## src/rtl/rv32i_pad_pkg.sv

```systemverilog
// Shared types and defaults for the user-pad arbiter and its round-robin picker.
package rv32i_pad_pkg;

  typedef enum logic [1:0] {
    ST_IDLE  = 2'd0,
    ST_DRIVE = 2'd1,
    ST_GAP   = 2'd2
  } state_e;

  localparam int unsigned DW_DEF   = 16;
  localparam int unsigned NREQ_DEF = 2;
  localparam int unsigned HOLD_DEF = 4;

  // Index width that never collapses to zero bits.
  function automatic int unsigned idx_w(input int unsigned n);
    return (n > 32'd1) ? $clog2(n) : 32'd1;
  endfunction

endpackage

```

## src/rtl/rv32i_rr_pick.sv

```systemverilog
// Combinational round-robin picker: first asserted request at or above ptr_i, wrapping.
module rv32i_rr_pick
  import rv32i_pad_pkg::*;
#(
  parameter  int unsigned NREQ = NREQ_DEF,
  localparam int unsigned IW   = idx_w(NREQ)
) (
  input  logic [NREQ-1:0] req_i,
  input  logic [IW-1:0]   ptr_i,
  output logic [IW-1:0]   gnt_o,
  output logic            valid_o
);

  int unsigned k;

  always_comb begin
    gnt_o   = '0;
    valid_o = 1'b0;
    k       = 0;
    for (int unsigned i = 0; i < NREQ; i++) begin
      k = (32'(ptr_i) + i) % NREQ;
      if (!valid_o && req_i[IW'(k)]) begin
        gnt_o   = IW'(k);
        valid_o = 1'b1;
      end
    end
  end

endmodule

```

## src/rtl/rv32i_pad_arbiter.sv

```systemverilog
// Round-robin owner of the shared user pads; each grant drives one word for HOLD cycles.
// Optional bus-turnaround cycle between words: define RV32I_PAD_GAP_EN.
module rv32i_pad_arbiter
  import rv32i_pad_pkg::*;
#(
  parameter  int unsigned DW   = DW_DEF,
  parameter  int unsigned NREQ = NREQ_DEF,
  parameter  int unsigned HOLD = HOLD_DEF,
  localparam int unsigned OW   = idx_w(NREQ),
  localparam int unsigned CW   = idx_w(HOLD)
) (
  input  logic              clk,
  input  logic              RN,
  input  logic [NREQ-1:0]   req_i,
  input  logic [NREQ*DW-1:0] data_i,
  output logic [NREQ-1:0]   ack_o,
  output logic [DW-1:0]     pad_out,
  output logic [DW-1:0]     pad_oeb,
  output logic              busy_o,
  output logic [OW-1:0]     owner_o
);

  state_e          state_q, state_d;
  logic [OW-1:0]   rr_q, rr_d;
  logic [CW-1:0]   cnt_q, cnt_d;
  logic [NREQ-1:0] ack_q, ack_d;
  logic [DW-1:0]   out_q, out_d;
  logic [DW-1:0]   oeb_q, oeb_d;
  logic            busy_q, busy_d;
  logic [OW-1:0]   owner_q, owner_d;

  logic            arb_c;
  logic [OW-1:0]   gnt_c;
  logic            gnt_vld_c;
  logic [DW-1:0]   gnt_data_c;
  logic [NREQ-1:0] gnt_onehot_c;

  rv32i_rr_pick #(.NREQ(NREQ)) u_pick (
    .req_i   (req_i),
    .ptr_i   (rr_q),
    .gnt_o   (gnt_c),
    .valid_o (gnt_vld_c)
  );

  // Decode the winning index into its data slice and ack bit.
  always_comb begin
    gnt_data_c   = '0;
    gnt_onehot_c = '0;
    for (int unsigned j = 0; j < NREQ; j++) begin
      if (gnt_c == OW'(j)) begin
        gnt_data_c      = data_i[j*DW +: DW];
        gnt_onehot_c[j] = 1'b1;
      end
    end
  end

  always_comb begin
    state_d = state_q;
    rr_d    = rr_q;
    cnt_d   = cnt_q;
    ack_d   = '0;
    out_d   = out_q;
    oeb_d   = oeb_q;
    busy_d  = busy_q;
    owner_d = owner_q;
    arb_c   = 1'b0;

    case (state_q)
      ST_DRIVE: begin
        if (cnt_q != '0) begin
          cnt_d = cnt_q - CW'(1);
        end else begin
`ifdef RV32I_PAD_GAP_EN
          state_d = ST_GAP;
          oeb_d   = '1;
          busy_d  = 1'b0;
`else
          arb_c = 1'b1;
`endif
        end
      end
      default: arb_c = 1'b1;
    endcase

    if (arb_c) begin
      if (gnt_vld_c) begin
        state_d = ST_DRIVE;
        out_d   = gnt_data_c;
        oeb_d   = '0;
        ack_d   = gnt_onehot_c;
        owner_d = gnt_c;
        cnt_d   = CW'(HOLD - 1);
        rr_d    = OW'((32'(gnt_c) + 32'd1) % NREQ);
        busy_d  = 1'b1;
      end else begin
        // Nothing to drive: float the pads but keep the last data word.
        state_d = ST_IDLE;
        oeb_d   = '1;
        busy_d  = 1'b0;
      end
    end
  end

  always_ff @(posedge clk or negedge RN) begin
    if (!RN) begin
      state_q <= ST_IDLE;
      rr_q    <= '0;
      cnt_q   <= '0;
      ack_q   <= '0;
      out_q   <= '0;
      oeb_q   <= '1;
      busy_q  <= 1'b0;
      owner_q <= '0;
    end else begin
      state_q <= state_d;
      rr_q    <= rr_d;
      cnt_q   <= cnt_d;
      ack_q   <= ack_d;
      out_q   <= out_d;
      oeb_q   <= oeb_d;
      busy_q  <= busy_d;
      owner_q <= owner_d;
    end
  end

  assign ack_o   = ack_q;
  assign pad_out = out_q;
  assign pad_oeb = oeb_q;
  assign busy_o  = busy_q;
  assign owner_o = owner_q;

endmodule

```

## config.mk

```make
export PLATFORM = sky130hd
export DESIGN_NAME = rv32i_pad_arbiter
export DESIGN_NICKNAME = d
export VERILOG_FILES = /design/src/rtl/rv32i_pad_pkg.sv /design/src/rtl/rv32i_rr_pick.sv /design/src/rtl/rv32i_pad_arbiter.sv
export SDC_FILE = /design/constraint.sdc
export NUM_CORES = 1
export LEC_CHECK = 0
export CORE_ASPECT_RATIO = 0.75
export CORE_MARGIN = 1.5
export CORE_UTILIZATION = 37
export DETAILED_ROUTE_END_ITERATION = 12
export PLACE_DENSITY = 0.8
export SYNTH_ARGS = -nofsm -noshare
export SYNTH_HDL_FRONTEND = slang
export SYNTH_SLANG_ARGS = --single-unit
```

## constraint.sdc

```tcl
create_clock -name clk -period 1.7 [get_ports clk]
set_clock_uncertainty 0.05 [all_clocks]
set_input_delay 0.34 -clock clk [delete_from_list [all_inputs] [get_ports clk]]
set_output_delay 0.34 -clock clk [all_outputs]
set_load 0.005 [all_outputs]
```

Met1 routing:
Scale bar: 20 um. Supply wires on this layer in grey.
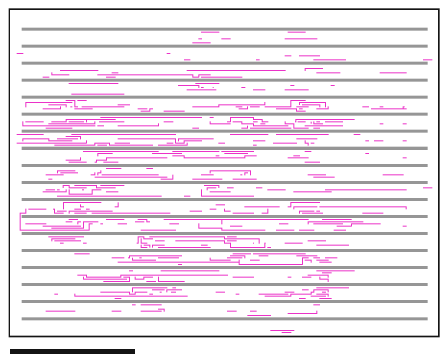
The wires run mostly horizontal. The layer carries 1250 um of wire. 157 nets have wire on it.

Met3 routing:
Scale bar: 20 um.
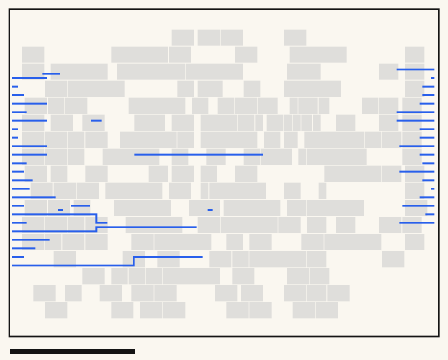
The layer holds 7.2% of the routed length. The layer carries 224 um of wire. The longest straight run is 20.2 um.

Floorplan with the power grid:
Pins as bars on the die edge.
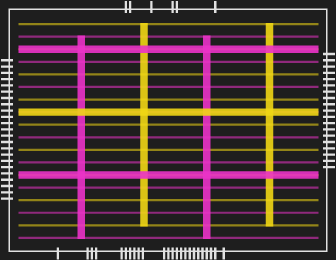
VSS: in magenta. VDD: in yellow.
3 straps on met5. The core has 17 rows.

Routing congestion:
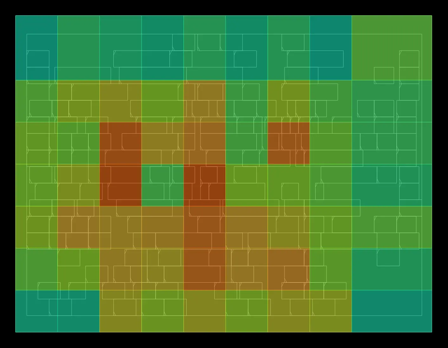
global routing met1 resource utilization: 21.8%
post-layout util: 64.4%
layer with the highest usage: met2

Logic cells by family:
Scale bar: 20 um.
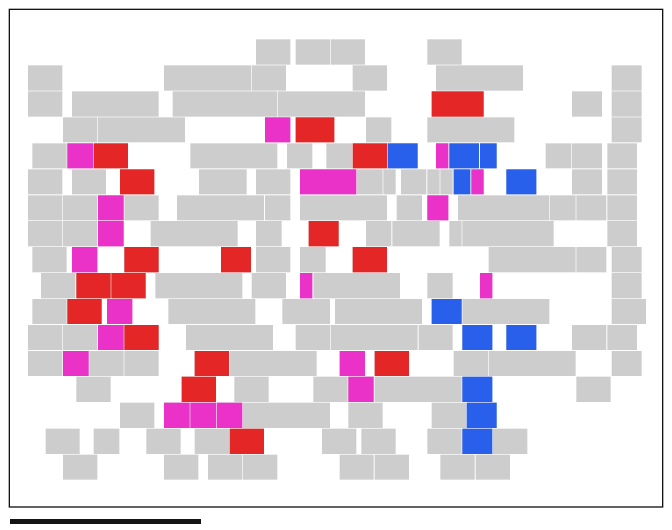
inverting AOI/OAI gates: in blue, cells 11. NOR gates: in magenta, cells 19. AND-OR and OR-AND gates: in red, cells 17.
most used logic cell in the final layout: clkdlybuf4s50_1
Post-Layout Cell Count: 202

==> results_slide.txt <==
Run Summary

Clock tree
  – CTS root buf: clkbuf_8
  – Hold_buf cts: 0
  – CTS tree: done
  – Reg clk slew, reported paths: 0.09 ns
  – Clk ins delay skew pair: 0.27 ns

Power and ir drop
  – Gate power share: 51.8%
  – Peak VDD IR: 0.880 mV
  – Clock share of power: 15.5%
  – Leakage: 0.827 nW
  – Sequential share of power: 32.6%
  – Int Pwr: 2.18 mW
  – Switching Fraction: 31.5%

Cells and area
  – Syn-to-layout area delta: 62.9%
  – Final Cell Area: 1930 um2
  – Antenna diodes: 0
  – Fillers: 244
  – Layout cell share with drive strength beyond 1: 16.5%
  – Layout Nets: 201

Synthesis
  – Mapped cell area: 1180 um2
  – Syn avg cell area: 12.3 um2
  – Asr flop ratio synth: 100%
  – Seq share, synth: 50.8%
  – Synth flops: 24
  – Post-synth net total: 132
  – Synth warnings: 0
  – Top-area cell share: 48.6%
  – Dominant Register Cell: dfrtp_1
  – Chip area in the Yosys report: 1180 um2
  – Cell type with the largest total area: dfrtp_1
  – Cells after synthesis: 96
  – # Cells Yosys: 96
  – Post-synth top cells: dfrtp_1, buf_4, nor3b_1
  – Most common cell in the synthesized netlist: dfrtp_1

Floorplanning
  – Chip Area: 3550 um2
  – FP Util: 39.5%
  – I/O pins: 72
  – Num rows: 17
  – Core ar.: 3000 um2
  – Width of the die: 68.3 um
  – Height of the die: 52.0 um

Detailed routing
  – Routed WL per cell: 15.3 um
  – First drt pass iteration count: 4
  – Highest metal used: met4
  – Iteration-0 DRC Markers: 31
  – Detailed-route via count: 1056
  – Final WL: 3090 um
  – # DRC: 0
  – Vias per cell: 5.23
  – Metal2 WL: 1580 um

Setup path
  – Maximum fanout along the worst path: 6
  – Critical path arrival: 1.21 ns
  – Crit-path cells: clkdlybuf4s50_1
  – Worst path required time: 1.31 ns
  – Delay-heaviest family, CP: buffers and inverters
  – CP max stage cell: clkdlybuf4s50_1

Placed design
  – GPL Wtd Cong: 0.757
  – PortBufs: 71
  – DP Cell Count: 196
  – Placed inst area: 1860 um2

STA
  – Post-layout min period: 1.60 ns
  – Worst slew pin tran: 0.363 ns
  – Crit share post-route: 94.2%
  – Hold Vio Cnt, Final: 0

GRT
  – Total track usage: 19.0%

Status
  – Status: finished clean

Worst hold path
  – Min-Delay Path Class: input pin to async pin

Run
  – Tool warnings: 26
[cells in the final DEF, fill, tap and decap left out]
cell type / instances
clkdlybuf4s50_1: 55
dfrtp_1: 22
dlygate4sd2_1: 16
nor3b_1: 13
buf_4: 13
a221o_1: 12
nor2_1: 4
o32ai_1: 3
a2bb2oi_1: 3
clkbuf_8: 3
inv_1: 2
o21ai_2: 2
nand2_1: 2
a21o_2: 2
o21a_4: 1
a21bo_1: 1
a2111oi_0: 1
a21oi_1: 1
and2b_1: 1
nor3_4: 1
o21ai_0: 1
a221o_2: 1
nor2_2: 1
bufinv_16: 1
dfstp_2: 1
dfrtp_2: 1
[metrics by stage]
stage	util, %	power (mW)	setup TNS (ns)	worst slack [ns]
after detailed placement	62.1	2.80	-0.964	-0.101
after CTS	64.3	3.21	0	0.0288
after global routing	64.4	3.40	0	0.0418
after floorplan	-	1.98	0	0.324
after global placement	62.1	2.74	-0.535	-0.0450
final	64.4	3.18	0	0.0981
[cell type report]
class                      count  area share (%)
clock buffer                   3            2.14
clock inverter                 1            1.56
inverter                       2           0.389
multi-input combinational     50            21.4
sequential                    24            31.2
tap                           38            2.46
timing repair buffer          84            40.8
[final timing paths]
path / end / slack [ns] / cells past startpoint / from
setup / recovery: busy_o / 0.1 / 1 / state_q[0]$_DFFE_PN0N_
hold / removal: pad_out[10]$_DFFE_PN0P_ / 0.36 / 2 / RN
setup reg to reg: pad_out[15]$_DFFE_PN0P_ / 0.19 / 4 / cnt_q[1]$_DFF_PN0_
hold reg to reg: owner_o$_DFFE_PN0P_ / 0.45 / 1 / owner_o$_DFFE_PN0P_
max in group asynchronous: pad_oeb[14]$_DFFE_PN1N_ / 0.95 / 2 / RN
min in group clk: owner_o$_DFFE_PN0P_ / 0.45 / 1 / owner_o$_DFFE_PN0P_
[state kept, by name, summed over array words and instances, names as in the netlist]
register,count
cnt_q,2
state_q,1
owner_o,1
rr_q,1
ack_o,2
pad_oeb,1
pad_out,16
[cells by family after synthesis]
| logic type | after synthesis | share of synthesized area, % |
|---|---|---|
| compound gates | 28 | 22.2 |
| flops | 24 | 50.8 |
| buf+inv | 22 | 14.4 |
| simple gates | 22 | 12.7 |
[per-layer routing]
layer  up-vias  global-route usage, %
met5         -                      0
met4         0                   4.33
met3         4                   6.28
met2        51                   34.3
met1       519                   21.8
li1        482                      -
[power groups by stage]
stage / clock network [mW] / registers, mW / logic (mW)
CTS: 0.501 / 1.04 / 1.67
detailed placement: 0 / 1.08 / 1.73
global placement: 0 / 1.07 / 1.67
global route: 0.526 / 1.07 / 1.81
finish: 0.494 / 1.04 / 1.65
floorplan: 0 / 1.06 / 0.918
[what timing repair did]
| item | in CTS | in global routing |
|---|---|---|
| resized | 18 | 1 |
| setup buffers | 2 | 0 |
| cloned | 0 | 0 |
| pin swaps | 0 | 0 |
| endpoints found under the setup margin | 16 | 1 |
Power figures rest on the tool's default switching activity, not on a simulated workload.
